Figure 1. Signal wires on met2 (run 1).
(3 px per µm) Cells faint in the background.
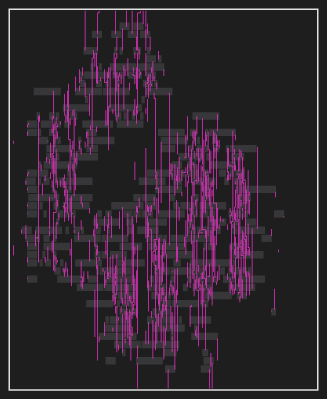
Figure 2. Pin placement (run 1).
(2 px per µm) Pins as bars across the die edge, other pins in grey.
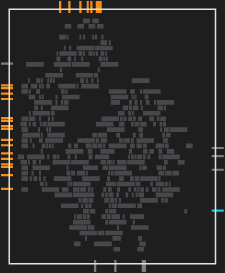
Figure 3. Placement by cell class (run 1).
(3 px per µm) Fill, decap, tap and diode cells in grey.
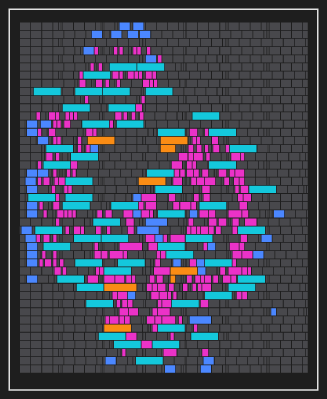
[config.mk]
export PLATFORM = sky130hd
export DESIGN_NAME = ws2801_driver_flat
export DESIGN_NICKNAME = d
export VERILOG_FILES = /design/src/rtl/ws2801_pkg.sv /design/src/rtl/ws2801_if.sv /design/src/rtl/ws2801_scale.sv /design/src/rtl/ws2801_driver.sv /design/src/flat_wrapper.sv
export SDC_FILE = /design/constraint.sdc
export NUM_CORES = 1
export LEC_CHECK = 0
export CAP_MARGIN = 20
export CORE_ASPECT_RATIO = 1.25
export CORE_MARGIN = 3
export CORE_UTILIZATION = 25
export DETAILED_ROUTE_END_ITERATION = 16
export SYNTH_ARGS = -nofsm -noshare
export SYNTH_HDL_FRONTEND = slang
export SYNTH_SLANG_ARGS = --single-unit
[constraint.sdc]
create_clock -name clk -period 2 [get_ports clk]
set_clock_uncertainty 0.05 [all_clocks]
set_input_delay 0.5 -clock clk [delete_from_list [all_inputs] [get_ports clk]]
set_output_delay 0.5 -clock clk [all_outputs]
set_load 0.005 [all_outputs]
[src/rtl/ws2801_pkg.sv]
// rtl/ws2801_pkg.sv - shared types and constants for the WS2801 strip driver
package ws2801_pkg;

    typedef struct packed {
        logic [7:0] red;
        logic [7:0] green;
        logic [7:0] blue;
    } rgb_t;

    typedef enum logic [1:0] {
        IDLE,
        LOAD,
        SHIFT,
        LATCH
    } state_t;

    // Minimum cko-low time in microseconds before the strip latches its data.
    localparam int LATCH_US = 500;

endpackage

[src/rtl/ws2801_if.sv]
// rtl/ws2801_if.sv - pixel stream handshake between pixel source and driver
interface ws2801_if;
    logic [23:0] pix_data;
    logic        pix_valid;
    logic        pix_ready;

    modport master (
        output pix_data,
        output pix_valid,
        input  pix_ready
    );

    modport slave (
        input  pix_data,
        input  pix_valid,
        output pix_ready
    );
endinterface

[src/rtl/ws2801_scale.sv]
// rtl/ws2801_scale.sv - per-channel brightness scaling (ch*(bright+1))>>8
module ws2801_scale
    import ws2801_pkg::*;
(
    input  rgb_t       pix_in,
    input  logic [7:0] bright,
    output rgb_t       pix_out
);

    logic [8:0] gain;

    // bright+1 keeps 255 an exact identity and 0 a hard black.
    assign gain = {1'b0, bright} + 9'd1;

    function automatic logic [7:0] scale_ch(input logic [7:0] ch, input logic [8:0] k);
        logic [15:0] prod;
        prod = 16'(ch) * 16'(k);
        return 8'(prod >> 8);
    endfunction

    assign pix_out.red   = scale_ch(pix_in.red,   gain);
    assign pix_out.green = scale_ch(pix_in.green, gain);
    assign pix_out.blue  = scale_ch(pix_in.blue,  gain);

endmodule

[src/rtl/ws2801_driver.sv]
// rtl/ws2801_driver.sv - WS2801 serial frame transmitter; WS2801_BRIGHTNESS_EN adds global brightness
module ws2801_driver
    import ws2801_pkg::*;
#(
    parameter int NUM_LEDS     = 5,
    parameter int CLK_DIV      = 2,
    parameter int LATCH_CYCLES = 26000
) (
    input  logic       clk,
    input  logic       rst_n,
    input  logic       start,
    ws2801_if.slave    pix,
`ifdef WS2801_BRIGHTNESS_EN
    input  logic [7:0] bright,
`endif
    output logic       sdo,
    output logic       cko,
    output logic       busy,
    output logic       frame_done
);

    localparam int PIX_W = $clog2(NUM_LEDS + 1);
    localparam int DIV_W = $clog2(CLK_DIV + 1);
    localparam int LAT_W = $clog2(LATCH_CYCLES + 1);

    localparam logic [PIX_W-1:0] PIX_LAST = PIX_W'(NUM_LEDS - 1);
    localparam logic [DIV_W-1:0] DIV_LAST = DIV_W'(CLK_DIV - 1);
    localparam logic [LAT_W-1:0] LAT_LAST = LAT_W'(LATCH_CYCLES - 1);

    state_t           state;
    logic [23:0]      shreg;
    logic [4:0]       bit_cnt;
    logic [PIX_W-1:0] pix_cnt;
    logic [DIV_W-1:0] div_cnt;
    logic [LAT_W-1:0] lat_cnt;
    rgb_t             captured;

`ifdef WS2801_BRIGHTNESS_EN
    ws2801_scale u_scale (
        .pix_in  (rgb_t'(pix.pix_data)),
        .bright  (bright),
        .pix_out (captured)
    );
`else
    assign captured = rgb_t'(pix.pix_data);
`endif

    always_ff @(posedge clk or negedge rst_n) begin
        if (!rst_n) begin
            state         <= IDLE;
            shreg         <= '0;
            bit_cnt       <= '0;
            pix_cnt       <= '0;
            div_cnt       <= '0;
            lat_cnt       <= '0;
            sdo           <= 1'b0;
            cko           <= 1'b0;
            pix.pix_ready <= 1'b0;
            busy          <= 1'b0;
            frame_done    <= 1'b0;
        end else begin
            frame_done <= 1'b0;
            case (state)
                IDLE: begin
                    // A start coinciding with the previous frame's done pulse is dropped.
                    if (start && !frame_done) begin
                        state         <= LOAD;
                        pix_cnt       <= '0;
                        busy          <= 1'b1;
                        pix.pix_ready <= 1'b1;
                    end
                end

                LOAD: begin
                    cko <= 1'b0;
                    if (pix.pix_valid && pix.pix_ready) begin
                        shreg         <= captured;
                        sdo           <= captured[23];
                        bit_cnt       <= '0;
                        div_cnt       <= '0;
                        pix.pix_ready <= 1'b0;
                        state         <= SHIFT;
                    end
                end

                SHIFT: begin
                    if (div_cnt != DIV_LAST) begin
                        div_cnt <= div_cnt + 1'b1;
                    end else begin
                        div_cnt <= '0;
                        if (!cko) begin
                            cko <= 1'b1;
                        end else begin
                            // End of high phase: next bit is set up while cko is low.
                            cko     <= 1'b0;
                            shreg   <= {shreg[22:0], 1'b0};
                            sdo     <= shreg[22];
                            bit_cnt <= bit_cnt + 1'b1;
                            if (bit_cnt == 5'd23) begin
                                pix_cnt <= pix_cnt + 1'b1;
                                if (pix_cnt == PIX_LAST) begin
                                    state   <= LATCH;
                                    sdo     <= 1'b0;
                                    lat_cnt <= '0;
                                end else begin
                                    state         <= LOAD;
                                    pix.pix_ready <= 1'b1;
                                end
                            end
                        end
                    end
                end

                LATCH: begin
                    if (lat_cnt == LAT_LAST) begin
                        frame_done <= 1'b1;
                        busy       <= 1'b0;
                        state      <= IDLE;
                    end else begin
                        lat_cnt <= lat_cnt + 1'b1;
                    end
                end

                default: state <= IDLE;
            endcase
        end
    end

endmodule

[src/flat_wrapper.sv]
// flat-port wrapper written by rule: the top's interface ports become plain ports
module ws2801_driver_flat import ws2801_pkg::*;
#(
    parameter int NUM_LEDS     = 5,
    parameter int CLK_DIV      = 2,
    parameter int LATCH_CYCLES = 26000
)
  (clk, rst_n, start, sdo, cko, busy, frame_done, pix_pix_data, pix_pix_valid, pix_pix_ready);
  ws2801_if pix_i ();
  input  logic clk;
  input  logic rst_n;
  input  logic start;
  output logic sdo;
  output logic cko;
  output logic busy;
  output logic frame_done;
  input wire logic [$bits(pix_i.pix_data)-1:0] pix_pix_data;
  input wire logic [$bits(pix_i.pix_valid)-1:0] pix_pix_valid;
  output wire logic [$bits(pix_i.pix_ready)-1:0] pix_pix_ready;
  assign pix_i.pix_data = pix_pix_data;
  assign pix_i.pix_valid = pix_pix_valid;
  assign pix_pix_ready = pix_i.pix_ready;
  ws2801_driver #(.NUM_LEDS(NUM_LEDS), .CLK_DIV(CLK_DIV), .LATCH_CYCLES(LATCH_CYCLES)) u_core (.clk(clk), .rst_n(rst_n), .start(start), .pix(pix_i), .sdo(sdo), .cko(cko), .busy(busy), .frame_done(frame_done));
endmodule
==> COMMIT_EDITMSG, run 1 <==
Store results of the implementation flow

- The run finished with clean final reports.
- Derived from the worst setup path, the maximum achievable clock frequency is 0.544 GHz.
- TritonRoute reported its final design rule violation total as 0.
- Per the log, the first TritonRoute iteration ended with a DRC count of 103.
* CTS buffer count: 5
* Finished Layout Cells: 488
- Initial antenna violation count: 0
- The synth_stat.txt file lists the number of cells as 320.
- Design area: 3570 µm²
* Number of global-route vias before repair: 2401
- Pre-antenna DRT Iters: 4
* Highest-count logic cell in the final layout: nand2_1
- Buf+Inv Stages, Crit Path: 2
- Final HPWL DP: 4710 µm
- Looking at the clock tree report, the maximum root-to-sink buffer count equals 2.
* Number of distinct library cells after synthesis: 56
- Die y size: 126 µm
* Clk slew on worst S/H paths: 70 ps
* Number of cells in the design after placement: 480
- In this run the number of H-tree levels came out at 2.
Back to the opening pictures, Figure 1:
longest straight run: 50.7 µm
nets with wire on the layer: 311
wire length on this layer: 3300 µm
main direction: vertical

Back to the opening pictures, Figure 2:
| port | colour | pins | direction | edge |
|---|---|---|---|---|
| pix_pix_data | orange | 24 | input | 16 left, 8 top |
| rst_n | cyan | 1 | input | right |
all pins by edge: 17 left, 8 top, 4 right, 4 bottom

Back to the opening pictures, Figure 3:
| class | colour | cells | share of their area |
|---|---|---|---|
| clock drivers and dummy loads | orange | 8 | 5.1% |
| combinational and other logic | magenta | 245 | 41% |
| other buffers and delay cells | blue | 45 | 13% |
| flops | cyan | 55 | 40% |

==> run 1: state kept, by name, indices dropped and copies added (netlist names) <==
signal / count
u_core.shreg: 23
u_core.lat_cnt: 15
u_core.bit_cnt: 5
u_core.pix_cnt: 3
u_core.div_cnt: 2
u_core.state: 2
u_core.busy: 1
u_core.cko: 1
u_core.frame_done: 1
u_core.pix.pix_ready: 1
u_core.sdo: 1
==> run 1: power breakdown <==
group | internal, W | leakage, nW | total, W | switching [W]
sequential | 0.00111 | 0.587 | 0.00111 | 0
combinational | 0.0000523 | 0.763 | 0.0000897 | 0.0000374
clock | 0.000624 | 0.0868 | 0.00103 | 0.000408
total | 0.00179 | 1.44 | 0.00223 | 0.000446
==> run 1: routing by layer <==
metal  vias to the layer above  part of all wire, %  GRT usage [%]
met5                         -                    0              0
met4                         0                 0.99           3.09
met3                         5                  3.7           2.31
met2                        38                   50           18.1
met1                      1174                   45           14.0
li1                       1218                    -              -
==> run 1: logic make-up (layout without fill, tap and decap cells) <==
| logic type | after synthesis | after routing |
|---|---|---|
| AND-OR/OR-AND | 75 | 75 |
| XOR/XNOR | 3 | 3 |
| adder cells (fa/ha/maj) | 4 | 4 |
| buffers and inverters | 27 | 60 |
| flip-flops | 55 | 55 |
| multiplexers | 3 | 3 |
| AND/OR/NAND/NOR | 153 | 153 |
==> run 1: per-stage QoR <==
stage / utilization (%) / worst slack, ps / total power, W
global placement: 30.2 / 111 / 0.00123
floorplan: - / 246 / 0.00114
CTS: 31.8 / 140 / 0.00227
finish: 31.8 / 163 / 0.00223
detailed placement: 30.2 / 60.5 / 0.00123
global route: 31.8 / 87.7 / 0.00232
==> run 1: final cells by class <==
class	instances	area, µm²	share of cell area, %
clock inverter	2	35.0	0.980
clock buffer	6	139	3.89
tap	135	169	4.73
sequential	55	1380	38.5
multi-input combinational	238	1380	38.6
timing repair buffer	45	450	12.6
inverter	7	26.3	0.735
==> run 1: path summary, 6_finish.rpt <==
kind / startpoint / end / slack (ps) / cells past startpoint
setup / recovery: u_core.cko$_DFFE_PN0P_ / cko / 160 / 2
max in group asynchronous: rst_n / u_core.shreg[3]$_DFFE_PN0P_ / 1240 / 2
min in group clk: u_core.shreg[0]$_DFFE_PN0P_ / u_core.shreg[0]$_DFFE_PN0P_ / 470 / 1
hold reg to reg: u_core.shreg[0]$_DFFE_PN0P_ / u_core.shreg[0]$_DFFE_PN0P_ / 470 / 1
setup reg to reg: u_core.bit_cnt[0]$_DFFE_PN0P_ / u_core.lat_cnt[8]$_DFFE_PN0P_ / 190 / 5
hold / removal: rst_n / u_core.lat_cnt[13]$_DFFE_PN0P_ / 90 / 1
==> run 1: cell usage after synthesis (4+ instances only) <==
cell type,number,area share [%]
nand2_1,62,8.0
dfrtp_1,55,47
nor2_1,31,4.0
a31oi_1,26,5.6
o21ai_0,16,2.8
nand3_1,14,2.4
nor3_1,10,1.7
buf_2,8,1.4
a21oi_1,7,1.2
inv_1,7,0.91
o211ai_1,6,1.6
nand4_1,5,1.1
clkbuf_1,4,0.52
ha_1,4,1.7
## Run 2: what changed since run 1
CORE_MARGIN = unset   (was 3)
==> COMMIT_EDITMSG, run 2 <==
Store results of the implementation flow

- Met3 WL: 217 µm
- STA shows the worst reg2reg path with a cell count of 5.
- Wl on met1: 2910 µm
- Run status: completed
* Top cells by count: nand2_1, dfrtp_1, nor2_1, a31oi_1, o21ai_0
* Highest-count logic cell in the final layout: nand2_1
- Longest Clk Path Bufs: 2
* Top reg by flops: u_core.shreg
- The largest registers in the layout are u_core.shreg x23, u_core.lat_cnt x15, u_core.bit_cnt x5.
* Max FFs per register: 23
- The final report lists a non-filler cell total of 488.
- The share of synthesized area in the top cell type comes to 47.4%.
- Including well taps, the total number of placed cells is 480.
* Die y size: 122 µm
* Number of global-route vias before repair: 2325
- For the worst reg-to-reg path, the startpoint reported by OpenROAD is u_core.bit_cnt[0]$_DFFE_PN0P_.
- In the post-synthesis netlist, the cell with the most instances is nand2_1.
- The wire-length estimate of the detail-placed layout is 4640 µm.
* Met2 wire length: 3200 µm
- H-Tree Level Count: 2
* Initial antenna violation count: 0
- In the CTS report, the clock slew at the register clock pins of the worst setup and hold paths is listed as 80 ps.
* Buf+Inv Stages, Crit Path: 1
* Number of cells in the yosys synthesis report: 320
- In the routed design, unresolved DRC markers number 0.
- Post-synthesis cell type with the largest combined area: dfrtp_1
## run 2: cell counts after synthesis
No cell type changed its count.
## run 2: per-stage QoR
step | setup WS (ps) | total power [W]
2_1_floorplan | 246 | 0.00114
3_3_place_gp | 127 | 0.00122
3_5_place_dp | 97.1 | 0.00123
4_1_cts | 112 | 0.00215
5_1_grt | 59.4 | 0.00220
6_report | 138 | 0.00211
## run 2: how the worst max path moves through the flow
stage | end | startpoint
after floorplan | u_core.lat_cnt[3]$_DFFE_PN0P_ | u_core.lat_cnt[0]$_DFFE_PN0P_
after global placement | u_core.pix_cnt[0]$_DFFE_PN0P_ | start
after detailed placement | u_core.pix_cnt[0]$_DFFE_PN0P_ | start
after CTS | cko | u_core.cko$_DFFE_PN0P_
after global routing | cko | u_core.cko$_DFFE_PN0P_
final | cko | u_core.cko$_DFFE_PN0P_
## run 2: final cells by class
type / instances / area (µm²)
Clock inverter: 1 / 8.76
Timing Repair Buffer: 45 / 438
Inverter: 7 / 26.3
Multi-Input combinational cell: 238 / 1380
Tap cell: 135 / 169
Fill cell: 1187 / 7650
Clock buffer: 7 / 143
Sequential cell: 55 / 1380
## run 2: logic make-up (layout without fill, tap and decap cells)
logic type               Yosys count  after routing  share of synthesized area [%]
flip-flops                        55             55                           47.4
adder cells (fa/ha/maj)            4              4                           1.72
AND/OR/NAND/NOR                  153            153                           26.1
AND-OR/OR-AND                     75             75                           17.6
multiplexers                       3              3                           1.08
XOR/XNOR                           3              3                          0.906
buffers and inverters             27             60                           5.13
## run 2: layer usage
metal  vias to the layer above  GRT usage, %
met3                        11          2.45
li1                       1216             -
met1                      1198          13.6
met2                        42          20.4
met5                         -             0
met4                         0          4.66
## run 2: where the power goes
part           internal [W]  switching (W)
Combinational     0.0000523      0.0000367
Sequential          0.00111              0
Clock              0.000503       0.000406
Total               0.00167       0.000443
Figure 4. Placement by cell class (run 2).
(3 px per µm) Fill, decap, tap and diode cells in grey.
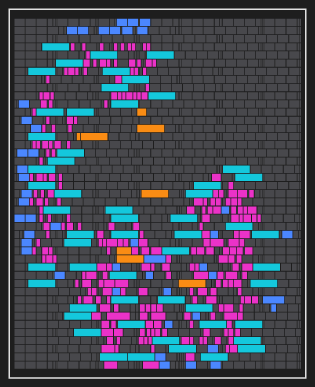
| class | colour | cells | share of their area |
|---|---|---|---|
| other buffers and delay cells | blue | 45 | 13% |
| combinational and other logic | magenta | 245 | 42% |
| clock drivers and dummy loads | orange | 8 | 4.5% |
| flops | cyan | 55 | 41% |

Power figures rest on the tool's default switching activity, not on a simulated workload.
